run_1/final_congestion.png
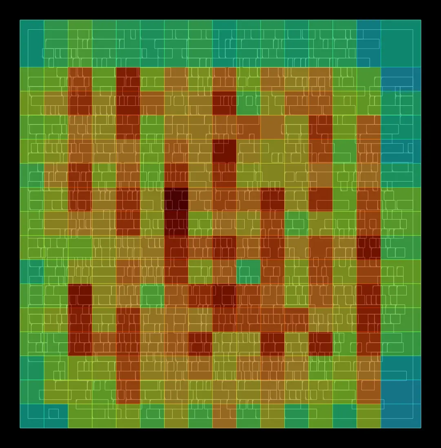
run_1/pdn.png
Bar = 20 um. Pins as bars on the die edge.
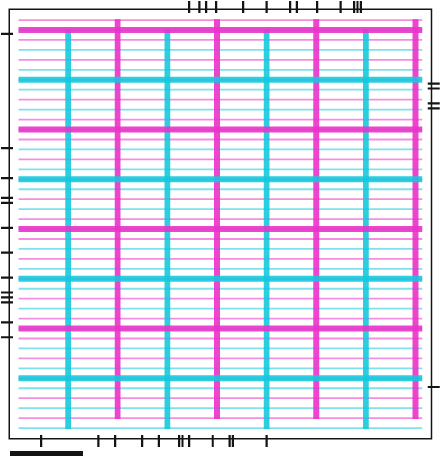
run_1/metal_stack.png
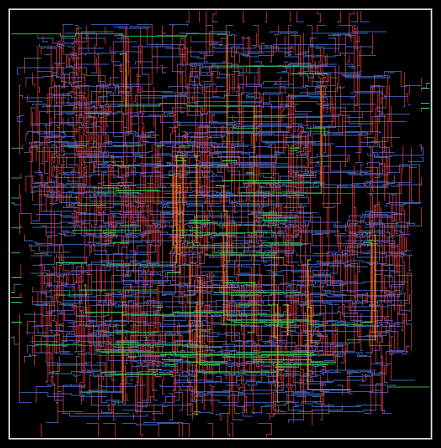
--- config.mk ---
export PLATFORM = sky130hd
export DESIGN_NAME = phase_to_speed
export DESIGN_NICKNAME = d
export VERILOG_FILES = /design/src/rtl/phase_to_speed.sv
export SDC_FILE = /design/constraint.sdc
export NUM_CORES = 1
export LEC_CHECK = 0
export CORE_AREA = 2 2 113 115
export CTS_CLUSTER_DIAMETER = 40
export DETAILED_ROUTE_END_ITERATION = 10
export DIE_AREA = 0 0 115 117
export PLACE_DENSITY = 0.79
export SYNTH_ARGS = -nofsm -noshare
export SYNTH_HDL_FRONTEND = slang
export SYNTH_SLANG_ARGS = --single-unit
--- constraint.sdc ---
create_clock -name clock -period 4.02 [get_ports clock]
set_input_delay 0.603 -clock clock [delete_from_list [all_inputs] [get_ports clock]]
set_output_delay 0.603 -clock clock [all_outputs]
set_load 0.02 [all_outputs]
--- src/rtl/phase_to_speed.sv ---
// rtl/phase_to_speed.sv - block-averaged, scaled and saturated phase-to-speed converter
module phase_to_speed #(
    parameter logic [15:0] SCALE = 16'd1024,
    parameter int          SHIFT = 16
) (
    input  logic               clock,
    input  logic               reset,
    input  logic               sample,
    input  logic [3:0]         meanlen,
    input  logic signed [18:0] phase,
    output logic signed [15:0] speed,
    output logic               ready
);

    localparam logic signed [34:0] ROUND  = 35'sd1 <<< (SHIFT - 1);
    localparam logic signed [34:0] SAT_HI = 35'sd32767;
    localparam logic signed [34:0] SAT_LO = -35'sd32768;

    logic signed [34:0] acc;
    logic        [15:0] cnt;
    logic        [3:0]  len;
    logic signed [18:0] mean;
    logic               mv;

    logic        [3:0]  eff_len;
    logic        [15:0] last_cnt;
    logic               block_end;
    logic signed [34:0] sum;
    logic signed [34:0] product;
    logic signed [34:0] rounded;

    // Block length is taken live from meanlen only at block start, then from the latched copy
    always_comb begin
        eff_len   = (cnt == 16'd0) ? meanlen : len;
        last_cnt  = ~(16'hFFFF << eff_len);
        block_end = sample && (cnt == last_cnt);
        sum       = acc + {{16{phase[18]}}, phase};
        product   = {{16{mean[18]}}, mean} * $signed({19'd0, SCALE});
        rounded   = (product + ROUND) >>> SHIFT;
    end

    // Accumulate accepted samples and produce the floor-rounded block mean
    always_ff @(posedge clock or negedge reset) begin
        if (!reset) begin
            acc  <= '0;
            cnt  <= '0;
            len  <= '0;
            mean <= '0;
        end else if (sample) begin
            if (cnt == 16'd0) begin
                len <= meanlen;
            end
            if (block_end) begin
                mean <= 19'(sum >>> eff_len);
                acc  <= '0;
                cnt  <= '0;
            end else begin
                acc <= sum;
                cnt <= cnt + 16'd1;
            end
        end
    end

    // Scale the pending mean one edge later; a fresh block completion re-arms mv on the same edge
    always_ff @(posedge clock or negedge reset) begin
        if (!reset) begin
            mv    <= 1'b0;
            speed <= '0;
            ready <= 1'b0;
        end else begin
            ready <= mv;
            mv    <= block_end;
            if (mv) begin
                if (rounded > SAT_HI) begin
                    speed <= 16'sh7FFF;
                end else if (rounded < SAT_LO) begin
                    speed <= 16'sh8000;
                end else begin
                    speed <= rounded[15:0];
                end
            end
        end
    end

endmodule

==> reports/qor.csv, run 1 <==
stage;metric;value;unit
outcome;status;complete, no violations;
synthesis;Synth cell types;75;
clocking;Setup Fix Bufs, Post-CTS;0;
synthesis;synthesized area;0.00723;mm2
pwr;Leak;3.78;nW
sta;Final min period;3.79;ns
finish;FF+latch area;0.00213;mm2
sta;Setup Skew;0.00842;ns
finish;mi-comb count;728;
sta;Worst Tran Pin Value;0.877;ns
placed_design;Final HPWL DP;15000;um
synthesis;yosys warns;0;
clocking;Root Buffer;clkbuf_16;
sta;worst relative slew slack;0.415;
grt;global-route wire length before repair;32800;um
finish;inverters;46;
min_path;hold crit path type;in -> async;
finish;non-clock buffer share of cell area;0.106;
grt;largest net degree at the start of global routing;77;
clocking;Clock transition at path regs;0.07;ns
clocking;H-tree depth;3;
placed_design;Area after DPL;0.00807;mm2
placed_design;port bufs;42;
clocking;TritonCTS Buffers;9;
clocking;TritonCTS Sinks;85;
grt;vias in the first global route;6688;
finish;comb. cell area;0.00469;mm2
finish;flop share of the area;0.253;
finish;area delta synth->final;16.2;%
routing;Routed met2 length;9170;um
clocking;Latency at later pin;0.35;ns
finish;clkbuf count;9;
sta;Final Max Slew Viols;0;
routing;met3 WL post-DR;1270;um
synthesis;Mapped Nets;975;
finish;Top class by area;multi-input combinational cells;
critical_path;Setup crit end kind;flip-flop;
flow_run;stage-log warning count;27;
synthesis;ys async rst share;1.00;
grt;M3 GR Usage;0.0499;
synthesis;yosys stat chip area;0.00723;mm2
synthesis;Avg Inst Size Synth;7.93;um2
grt;global route overflow;0;
synthesis;ys flop type;dfrtp_1;
sta;WHS;0.356;ns
critical_path;Worst EP arrival;4.04;ns
sta;RSZ-0062 raised after global routing;no;
sta;Max Clk Rate;264;MHz
routing;Iter 0 DRT Violations;661;
routing;Routed Antenna Nets;0;
synthesis;register area share after synthesis;0.294;
finish;layout cell share with drive strength beyond 1;0.118;
critical_path;crit-path max FO;5;
critical_path;Startpoint Class;input pin;
routing;highest metal used;met4;
finish;final cell count without fillers;1131;
routing;1st-pass router iterations;6;
placed_design;Placer Congestion;0.950;
clocking;CTS tree;yes;
routing;Vias/cell;6.36;
flow_run;maxcap violations;0;
grt;initial antenna violation count;0;
critical_path;crit path DRT;4.27;ns
synthesis;Synthesized registers;85;
sta;Hold Fails Final Rpt;0;
finish;# nets final;1039;
placed_design;placed cell count;1115;
finish;nonclk buf count;106;
finish;fillers;1067;
finish;fraction of area in multi-input gates;0.558;
sta;Final period util;0.943;
grt;met1 usage;0.424;
synthesis;Post-synth EDFFs;0;
routing;number of remaining DRC errors;0;
placed_design;pre-CTS setup slack;-0.0770;ns
finish;most numerous logic cells after layout;103 x nor2_1, 85 x dfrtp_1, 84 x a21oi_1;
critical_path;CP Class;in -> reg;
finish;ClkCell Share;0.0393;
synthesis;Post-Synthesis Cells;912;
floorplan;Starting Density;0.587;
routing;Post-Route M1 WL;9090;um
floorplan;tap cell count;150;
clocking;clk buf depth;2;
finish;Antenna diodes;0;
floorplan;Rows;41;
finish;flip-flops;85;
floorplan;die area;0.0135;mm2
finish;dominant logic cell type in the layout;nor2_1;
floorplan;IO Pins;43;
sta;Setup-failing EPs final;0;
pwr;PwrDens;762;mW/mm2
synthesis;cell total in the yosys stat output;912;
finish;fin area;0.00840;mm2
sta;Setup WS post-layout;0.228;ns
grt;gr busiest metal;met2;
About final_congestion.png:
M2 GR Usage: 0.485
DR WL/cell: 17.8 um
fin util: 0.682

About pdn.png:
- VDD: magenta
- VSS: cyan
- met4 straps: 8
- met1 rails: 42
Worst VDD drop: 0.000459 V
total core area: 0.0123 mm2
chip width: 115 um

About metal_stack.png:
- met4: orange (wire length 585 um)
- met3: green (wire length 1270 um)
- met2: red (wire length 9170 um)
- met1: blue (wire length 9090 um)
GRT Total Usage: 0.306
Routed WL: 20100 um
Vias: 7197

-- run 1: critical path, stage by stage --
cell and delay, ns:
clkdlybuf4s50_1 0.48, buf_4 0.18, ha_1 0.36, a21oi_1 0.25
o21ai_0 0.18, or3_1 0.40, nor3_1 0.22, nor3_1 0.12
o32ai_1 0.30, nor3_1 0.13, a221o_1 0.37, a2111o_1 0.34
o21a_1 0.10
-- run 1: final timing paths --
path / cells past startpoint / slack [ns] / to / from
worst max-delay path: 13 / 0.23 / mean[15]$_DFFE_PN0P_ / phase[18]
worst min-delay path: 1 / 0.36 / acc[10]$_DFFE_PN0P_ / reset
worst max register to register: 14 / 0.43 / cnt[0]$_DFFE_PN0P_ / cnt[1]$_DFFE_PN0P_
worst min register to register: 1 / 0.51 / acc[11]$_DFFE_PN0P_ / acc[11]$_DFFE_PN0P_
max in group asynchronous: 2 / 2.83 / mean[14]$_DFFE_PN0P_ / reset
min in group clock: 1 / 0.51 / acc[11]$_DFFE_PN0P_ / acc[11]$_DFFE_PN0P_
-- run 1: registers in the layout, summed over array words and instances, names as in the netlist --
signal,cells
speed,15
ready,1
mean,14
acc,34
mv,1
len,4
cnt,16
-- run 1: Yosys cell counts (6+ instances only) --
cell type / count / area share
or2_2: 7 / 0.0061
a211oi_1: 7 / 0.0073
xnor2_1: 26 / 0.032
a31oi_1: 8 / 0.0069
and3_1: 9 / 0.0078
a21oi_1: 84 / 0.058
a21o_1: 6 / 0.0062
nand2b_1: 6 / 0.0052
o21a_1: 11 / 0.011
nand4_1: 20 / 0.017
buf_2: 8 / 0.0055
nand3_1: 41 / 0.028
xor2_1: 26 / 0.032
nor3_1: 22 / 0.015
nor2_1: 103 / 0.053
or3_1: 8 / 0.0069
buf_1: 6 / 0.0031
ha_1: 36 / 0.062
nand2_1: 78 / 0.041
inv_1: 45 / 0.023
o21ai_0: 72 / 0.050
mux2i_1: 24 / 0.033
mux2_2: 18 / 0.028
o211ai_1: 10 / 0.010
a22oi_1: 8 / 0.0083
dfrtp_1: 85 / 0.29
clkbuf_1: 34 / 0.018
-- run 1: power by group --
part / switching, W / internal (W)
registers: 0.000181 / 0.00108
logic: 0.00243 / 0.00177
clock network: 0.000394 / 0.000554
-- run 1: what timing repair did --
action | CTS | global route
gates resized | 0 | 1
hold buffers | 0 | 0
setup endpoints to repair | 0 | 2
-- run 1: kinds of logic (layout without fill, tap and decap cells) --
family / count (synthesis) / count (layout) / share of synthesized area
AOI/OAI and AO/OA: 275 / 275 / 0.244
xor gates and xnor gates: 52 / 52 / 0.0630
adders and majority gates: 37 / 37 / 0.0651
buffers and inverters: 99 / 168 / 0.0575
DFF: 85 / 85 / 0.294
muxes: 46 / 46 / 0.0705
and+or+nand+nor: 318 / 318 / 0.205
-- run 1: through the flow --
step / total power [W] / util / TNS [ns]
6_report: 0.00640 / 0.682 / 0
3_3_place_gp: 0.00529 / 0.655 / -0.0522
4_1_cts: 0.00632 / 0.682 / 0
5_1_grt: 0.00686 / 0.682 / 0
3_5_place_dp: 0.00534 / 0.655 / -0.178
2_1_floorplan: 0.00398 / - / 0
==> run 2: changes to the inputs <==
- CORE_AREA: 2 2 113 115 -> 2 2 130 132
- DIE_AREA: 0 0 115 117 -> 0 0 132 134
- PLACE_DENSITY: 0.79 -> not set
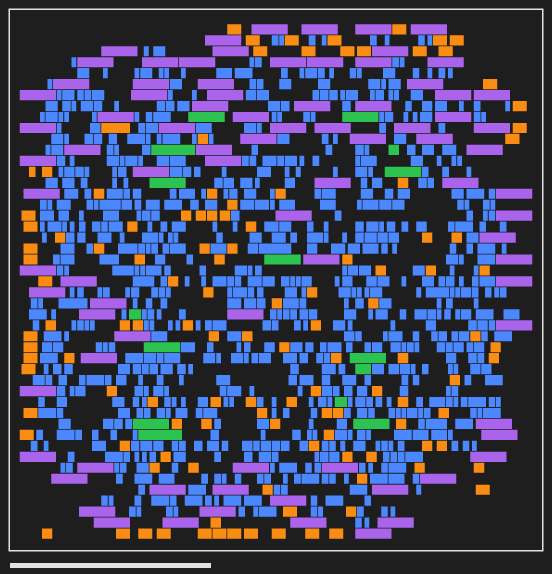
run_2/cell_classes.png
Bar = 50 um.
- other buffers and delay cells: orange (cells 120)
- all other logic: blue (cells 774)
- clock drivers and dummy loads: green (cells 15)
- flip-flops: purple (cells 85)
fin util: 0.529
Rows: 47

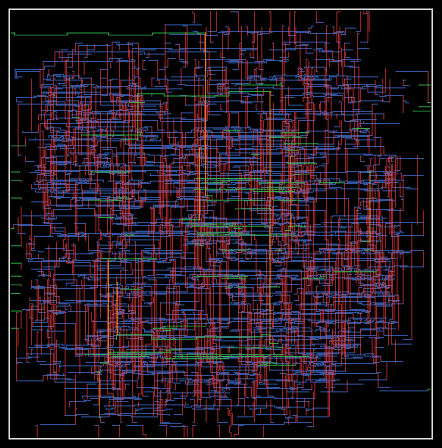
run_2/metal_stack.png
- met4: orange (wire length 274 um)
- met1: blue (wire length 10200 um)
- met3: green (wire length 900 um)
- met2: red (wire length 9670 um)
GRT Total Usage: 0.242
Routed WL: 21000 um

==> run 2 against run 1 <==
Global-route usage shrank 6.3 points. Flip-flop count is the same. Area after synthesis is the same. Register-to-register slack lost 0.14 ns. Highest routed layer unchanged. Combinational power grew 4.8%. Synthesized cell count is the same. Power grew 3.0%. Sequential share of layout area shrank 0.64 points.
==> reports/qor.csv, run 2 <==
stage;metric;value;unit
clocking;Clock transition at path regs;0.07;ns
critical_path;Setup crit end kind;flip-flop;
critical_path;crit path DRT;4.27;ns
sta;Final min period;3.83;ns
synthesis;synthesized area;0.00723;mm2
finish;area delta synth->final;19.2;%
synthesis;Post-Synthesis Cells;912;
routing;1st-pass router iterations;5;
grt;vias in the first global route;6677;
synthesis;Synth area leader;dfrtp_1;
sta;Final Max Slew Viols;0;
floorplan;Die Height;134;um
sta;Setup-failing EPs final;0;
placed_design;Placer Congestion;0.900;
grt;initial antenna violation count;0;
pwr;Leak;3.86;nW
finish;most numerous logic cells after layout;103 x nor2_1, 85 x dfrtp_1, 84 x a21oi_1;
synthesis;cell total in the yosys stat output;912;
critical_path;flop-to-flop setup slack;0.29;ns
pwr;Power Total;0.00660;W
routing;number of remaining DRC errors;0;
sta;Worst Tran Pin Value;0.886;ns
synthesis;AND-OR/OR-AND share of the synthesized area;0.244;
floorplan;Starting Density;0.444;
clocking;H-tree depth;3;
routing;Iter 0 DRT Violations;449;
grt;global-route wire length before repair;34800;um
finish;# nets final;1053;
synthesis;Avg Inst Size Synth;7.93;um2
finish;dominant logic cell type in the layout;nor2_1;
synthesis;register area share after synthesis;0.294;
synthesis;Synth Area in XOR/XNOR;0.0630;
flow_run;stage-log warning count;27;
synthesis;Top non-seq family;AND-OR/OR-AND gates;
synthesis;Mapped Nets;975;
pwr;PwrDens;766;mW/mm2
min_path;hold crit path type;in -> async;
clocking;TritonCTS Buffers;9;
floorplan;chip width;132;um
grt;largest net degree at the start of global routing;77;
clocking;TritonCTS Sinks;85;
synthesis;Synth Area in Adders;0.0651;
synthesis;Synthesized registers;85;
pwr;Worst VDD drop;0.000291;V
critical_path;Worst R2R Path Depth;14;
routing;DR WL/cell;17.3;um
finish;layout cell share with drive strength beyond 1;0.134;
finish;largest register by flop count;acc;
synthesis;ys flop type;dfrtp_1;
placed_design;port bufs;42;
finish;fin area;0.00862;mm2
finish;Antenna diodes;0;
synthesis;yosys stat chip area;0.00723;mm2
synthesis;yosys warns;0;
critical_path;crit-path max FO;4;
clocking;Root Buffer;clkbuf_16;
outcome;status;complete, no violations;
placed_design;Area after DPL;0.00828;mm2
synthesis;count leader, synth;nor2_1;
critical_path;reg2reg start;cnt[1]$_DFFE_PN0P_;
flow_run;maxcap violations;0;
finish;Top Registers;acc x34, cnt x16, speed x15;
finish;Largest register FFs;34;
floorplan;IO Pins;43;
synthesis;top cells by count;103 x nor2_1, 85 x dfrtp_1, 84 x a21oi_1;
sta;Hold Fails Final Rpt;0;
floorplan;die area;0.0177;mm2
floorplan;total core area;0.0163;mm2
critical_path;Startpoint Class;input pin;
sta;Final period util;0.952;
placed_design;Final HPWL DP;15900;um
synthesis;Synth cell types;75;
synthesis;Post-synth EDFFs;0;
sta;Setup Skew;0.00841;ns
critical_path;Worst EP arrival;4.08;ns
sta;worst relative slew slack;0.409;
synthesis;Top area cell types;dfrtp_1 29%, ha_1 6.2%, a21oi_1 5.8%;
routing;Routed Antenna Nets;0;
synthesis;AND/OR/NAND/NOR Cells, Area Fraction;0.205;
synthesis;Synth top area share;0.294;
sta;RSZ-0062 raised after global routing;no;
synthesis;MUX share of area;0.0705;
clocking;Setup Fix Bufs, Post-CTS;0;
clocking;CTS tree;yes;
clocking;Latency at later pin;0.36;ns
routing;Vias/cell;5.80;
critical_path;reg2reg end;cnt[0]$_DFFE_PN0P_;
synthesis;ys async rst share;1.00;
critical_path;CP Class;in -> reg;
routing;Vias;7044;
sta;Max Clk Rate;261;MHz
grt;global route overflow;0;
clocking;clk buf depth;2;
[run 2: cells by family after synthesis]
kind of cell / after synthesis
multiplexers: 46
adder cells (fa/ha/maj): 37
AND-OR/OR-AND: 275
AND/OR/NAND/NOR: 318
XOR/XNOR: 52
buffers and inverters: 99
flip-flops: 85
[run 2: routing by layer]
metal  vias up  routed length [um]  track usage
met4         0                 274       0.0586
met5         -                   0            0
met1      3370               10200        0.349
li1       3475                   -            -
met2       177                9670        0.387
met3        22                 900       0.0329
[run 2: worst max path at each step]
stage | from | cells after the start | slack [ns] | to
2_1_floorplan | phase[18] | 12 | 0.56 | mean[16]$_DFFE_PN0P_
3_3_place_gp | phase[18] | 14 | -0.15 | mean[10]$_DFFE_PN0P_
3_5_place_dp | phase[0] | 15 | -0.14 | mean[10]$_DFFE_PN0P_
4_1_cts | phase[0] | 15 | 0.19 | mean[10]$_DFFE_PN0P_
5_1_grt | phase[1] | 13 | 0.005 | mean[10]$_DFFE_PN0P_
6_report | phase[0] | 14 | 0.19 | mean[15]$_DFFE_PN0P_
[run 2: final cells by class]
cell class	count	area, um2
clock buffer	9	225
clock inverter	6	96.3
fill	1632	7670
inverter	46	173
multi-input combinational	728	4710
sequential	85	2130
tap	220	275
timing repair buffer	120	1010
[run 2: where the power goes]
| part | switching (W) | leakage (nW) | internal (W) |
|---|---|---|---|
| Clock | 0.000392 | 0.154 | 0.000549 |
| Combinational | 0.00248 | 2.62 | 0.00192 |
| Sequential | 0.000184 | 1.09 | 0.00108 |
| Total | 0.00305 | 3.86 | 0.00354 |
[run 2: repair_timing]
action                                  4_1_cts  5_1_grt
hold buffers                                  0        0
endpoints found under the setup margin        0        3
gates resized                                 0        3
hold endpoints to repair                      0        0
[run 2: worst max-delay path: stages]
cell and delay [ns]:
clkdlybuf4s50_1 0.41, ha_1 0.21, inv_1 0.07, fa_1 0.18
nand2b_1 0.13, a21oi_1 0.12, o21ai_0 0.54, a21oi_1 0.22
o211a_1 0.27, o31ai_1 0.47, mux2_2 0.32, nor2_1 0.06
a2111o_1 0.37, o21a_1 0.10
[run 2: through the flow]
step / utilization / cells / setup TNS [ns] / hold slack (ns) / setup WS, ns
after detailed placement: 0.508 / 1199 / -0.605 / 0.505 / -0.143
after CTS: 0.528 / 1214 / 0 / 0.401 / 0.194
after floorplan: - / 912 / 0 / 0.307 / 0.563
after global routing: 0.529 / 1214 / 0 / 0.433 / 0.00483
after global placement: 0.508 / 1199 / -0.390 / 0.498 / -0.151
final: 0.529 / 1214 / 0 / 0.329 / 0.192
==> run 3: changes to the inputs <==
--- a/config.mk
+++ b/config.mk
@@ -7,4 +7,5 @@
 export LEC_CHECK = 0
 export CORE_AREA = 2 2 130 132
+export CTS_BUF_LIST = sky130_fd_sc_hd__clkbuf_16
 export CTS_CLUSTER_DIAMETER = 40
 export DETAILED_ROUTE_END_ITERATION = 10
==> constraint.sdc (replaced) <==
create_clock -name clock -period 4.02 [get_ports clock]
set_input_delay 0.804 -clock clock [delete_from_list [all_inputs] [get_ports clock]]
set_output_delay 0.804 -clock clock [all_outputs]
set_load 0.02 [all_outputs]
==> run 3 against run 2 <==
Critical path depth is 2 lower. Non-clock buffer count up 63. Routed wire length increased by 2.0%. Clock power shrank 8.0%. Critical path type unchanged. Largest cell class unchanged.
==> reports/qor.csv, run 3 <==
stage;metric;value;unit
outcome;status;complete, no violations;
pwr;Leak;4.15;nW
finish;comb. cell area;0.00475;mm2
synthesis;ys async rst share;1.00;
grt;gr busiest metal;met2;
finish;dominant logic cell type in the layout;buf_4;
clocking;Root Buffer;clkbuf_16;
grt;vias in the first global route;7020;
sta;Hold Fails Final Rpt;0;
sta;Worst Tran Pin Value;0.817;ns
synthesis;yosys stat chip area;0.00723;mm2
floorplan;IO Pins;43;
synthesis;Synth cell types;75;
sta;RSZ-0062 raised after global routing;yes;
synthesis;Avg Inst Size Synth;7.93;um2
grt;GRT Total Usage;0.251;
synthesis;Mapped Nets;975;
flow_run;stage-log warning count;28;
finish;Largest register FFs;34;
synthesis;Post-Synthesis Cells;912;
critical_path;CP top delay family;simple AND/OR/NAND/NOR gates;
finish;FF+latch area;0.00213;mm2
sta;Final period util;0.982;
synthesis;Post-synth EDFFs;0;
grt;global route overflow;0;
clocking;H-tree depth;3;
pwr;PwrDens;770;mW/mm2
critical_path;crit path cell chain;clkdlybuf4s50_1 > ha_1 > nand4_1 > or3_1 > nor3_4 > o2111a_2 > nor2_1 > o21ai_0 > xor2_1 > o221ai_1 > mux2_2 > a31oi_1;
placed_design;port bufs;42;
critical_path;crit-path max FO;5;
placed_design;Final HPWL DP;16400;um
routing;Iter 0 DRT Violations;495;
synthesis;count leader, synth;nor2_1;
critical_path;slowest stage delay, CP;0.48;ns
sta;WHS;0.462;ns
critical_path;Setup crit end kind;flip-flop;
grt;met1 usage;0.360;
routing;number of remaining DRC errors;0;
synthesis;ys flop type;dfrtp_1;
finish;most numerous logic cells after layout;139 x buf_4, 103 x nor2_1, 85 x dfrtp_1;
critical_path;CP Class;in -> reg;
routing;1st-pass router iterations;5;
clocking;TritonCTS Sinks;85;
floorplan;Die Height;134;um
synthesis;Synth top area share;0.294;
critical_path;crit path DRT;4.30;ns
clocking;clk buf depth;2;
finish;largest register by flop count;acc;
synthesis;cell total in the yosys stat output;912;
sta;Final min period;3.95;ns
critical_path;Worst Path Buf+Inv;1;
critical_path;Worst EP arrival;4.22;ns
finish;Antenna diodes;0;
synthesis;synthesized area;0.00723;mm2
grt;global-route wire length before repair;36000;um
grt;largest net degree at the start of global routing;77;
synthesis;Synth area leader;dfrtp_1;
min_path;hold crit path type;in -> async;
clocking;hold_buf cts;0;
clocking;Clock transition at path regs;0.07;ns
finish;Top Registers;acc x34, cnt x16, speed x15;
synthesis;register area share after synthesis;0.294;
finish;layout cell share with drive strength beyond 1;0.195;
floorplan;chip width;132;um
sta;Setup-failing EPs final;0;
routing;Vias;7256;
finish;fillers;1580;
critical_path;Startpoint Class;input pin;
finish;area delta synth->final;26.4;%
synthesis;yosys warns;0;
grt;initial antenna violation count;0;
synthesis;top cells by count;103 x nor2_1, 85 x dfrtp_1, 84 x a21oi_1;
critical_path;Max stage delay cell, worst path;clkdlybuf4s50_1;
floorplan;die area;0.0177;mm2
routing;Routed WL;21400;um
grt;M3 GR Usage;0.0351;
placed_design;Placer Congestion;0.908;
routing;Routed Antenna Nets;0;
clocking;TritonCTS Buffers;9;
sta;worst relative slew slack;0.455;
synthesis;Top area cell types;dfrtp_1 29%, ha_1 6.2%, a21oi_1 5.8%;
floorplan;Starting Density;0.444;
finish;final cell count without fillers;1277;
finish;# nets final;1116;
pwr;Worst VDD drop;0.000347;V
placed_design;placed cell count;1261;
routing;DR WL/cell;16.8;um
sta;Max Clk Rate;253;MHz
flow_run;maxcap violations;0;
clocking;CTS tree;yes;
sta;Final Max Slew Viols;0;
routing;Vias/cell;5.68;
placed_design;Area after DPL;0.00877;mm2
floorplan;Rows;47;
grt;M2 GR Usage;0.392;
synthesis;Synthesized registers;85;
[run 3: layout make-up]
class / count / area share
Clock buffer: 9 / 0.0247
Inverter: 46 / 0.0189
Clock inverter: 6 / 0.00795
Tap cell: 220 / 0.0301
Sequential cell: 85 / 0.233
Multi-Input combinational cell: 728 / 0.520
Timing Repair Buffer: 183 / 0.165
[run 3: what timing repair did]
| action | 4_1_cts | 5_1_grt |
|---|---|---|
| cloned | 0 | 0 |
| pin swaps | 0 | 3 |
| resized | 1 | 17 |
| setup endpoints to repair | 4 | 14 |
| buffers inserted | 0 | 1 |
[run 3: cells by family (layout without fill, tap and decap cells)]
group	count (synthesis)	in the layout	share of synthesized area
and+or+nand+nor	318	318	0.205
AOI/OAI and AO/OA	275	275	0.244
buffers and inverters	99	244	0.0575
DFF	85	85	0.294
xor gates and xnor gates	52	52	0.0630
muxes	46	46	0.0705
adders and majority gates	37	37	0.0651
[run 3: power by group]
group	switching [W]	internal, W	leakage [nW]
sequential	0.000188	0.00108	1.09
combinational	0.00259	0.00232	2.92
clock	0.000382	0.000484	0.136
total	0.00316	0.00388	4.15
[run 3: path summary, 6_finish.rpt]
| kind | depth (start not counted) | to | from | slack [ns] |
|---|---|---|---|---|
| setup / recovery | 12 | mean[14]$_DFFE_PN0P_ | phase[18] | 0.07 |
| hold / removal | 1 | acc[3]$_DFFE_PN0P_ | reset | 0.46 |
| setup reg to reg | 14 | cnt[0]$_DFFE_PN0P_ | cnt[1]$_DFFE_PN0P_ | 0.31 |
| hold reg to reg | 1 | speed[0]$_DFFE_PN0P_ | speed[0]$_DFFE_PN0P_ | 0.52 |
| max in group asynchronous | 2 | acc[32]$_DFFE_PN0P_ | reset | 2.78 |
| min in group clock | 1 | speed[0]$_DFFE_PN0P_ | speed[0]$_DFFE_PN0P_ | 0.52 |
[run 3: metrics by stage]
stage	setup TNS [ns]	worst slack (ns)	power, W
3_5_place_dp	-4.22	-0.449	0.00603
5_1_grt	-0.0380	-0.0250	0.00763
6_report	0	0.0709	0.00704
3_3_place_gp	-4.63	-0.519	0.00602
4_1_cts	0	0.0807	0.00695
2_1_floorplan	0	0.362	0.00398
[run 3: per-layer routing]
| metal | vias up | share of wire |
|---|---|---|
| li1 | 3600 | - |
| met1 | 3440 | 0.48 |
| met2 | 183 | 0.45 |
| met3 | 33 | 0.045 |
| met4 | 0 | 0.022 |
| met5 | - | 0 |
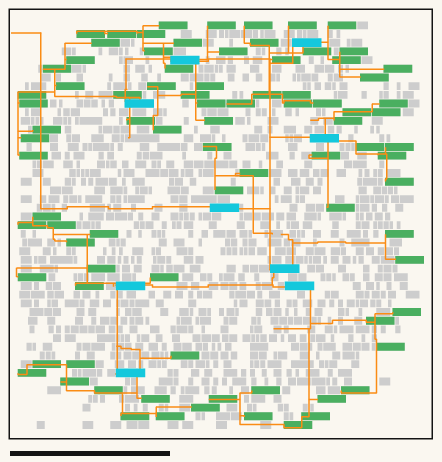
run_3/clock_map.png
Bar = 50 um.
- clock wires: orange (length 1360 um)
- flip-flops: green (count 85)
- cells driving clock nets: cyan (count 9)
- flops lie: widely spread
- routed clock nets: 10
Setup Skew: 0.0105 ns
Clk. pwr: 0.000866 W
clock share of power: 0.123
Latency at later pin: 0.36 ns

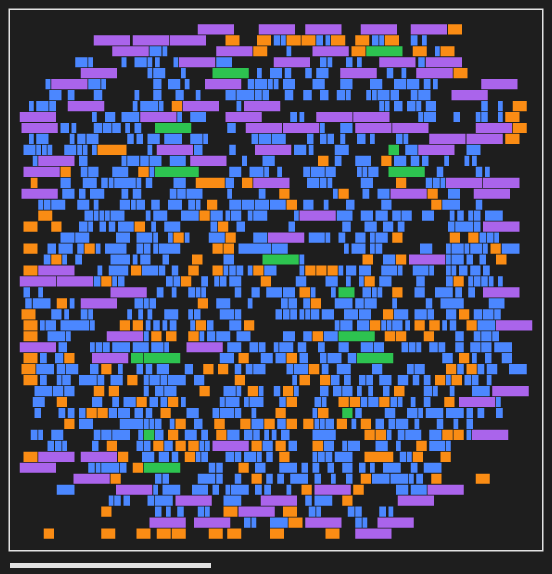
run_3/cell_classes.png
Bar = 50 um.
- clock drivers and dummy loads: green (cells 15)
- all other logic: blue (cells 774)
- flip-flops: purple (cells 85)
- other buffers and delay cells: orange (cells 183)
flop share of the area: 0.233
fin util: 0.561
total core area: 0.0163 mm2
fin area: 0.00913 mm2

Power and IR drop assume default switching activity.
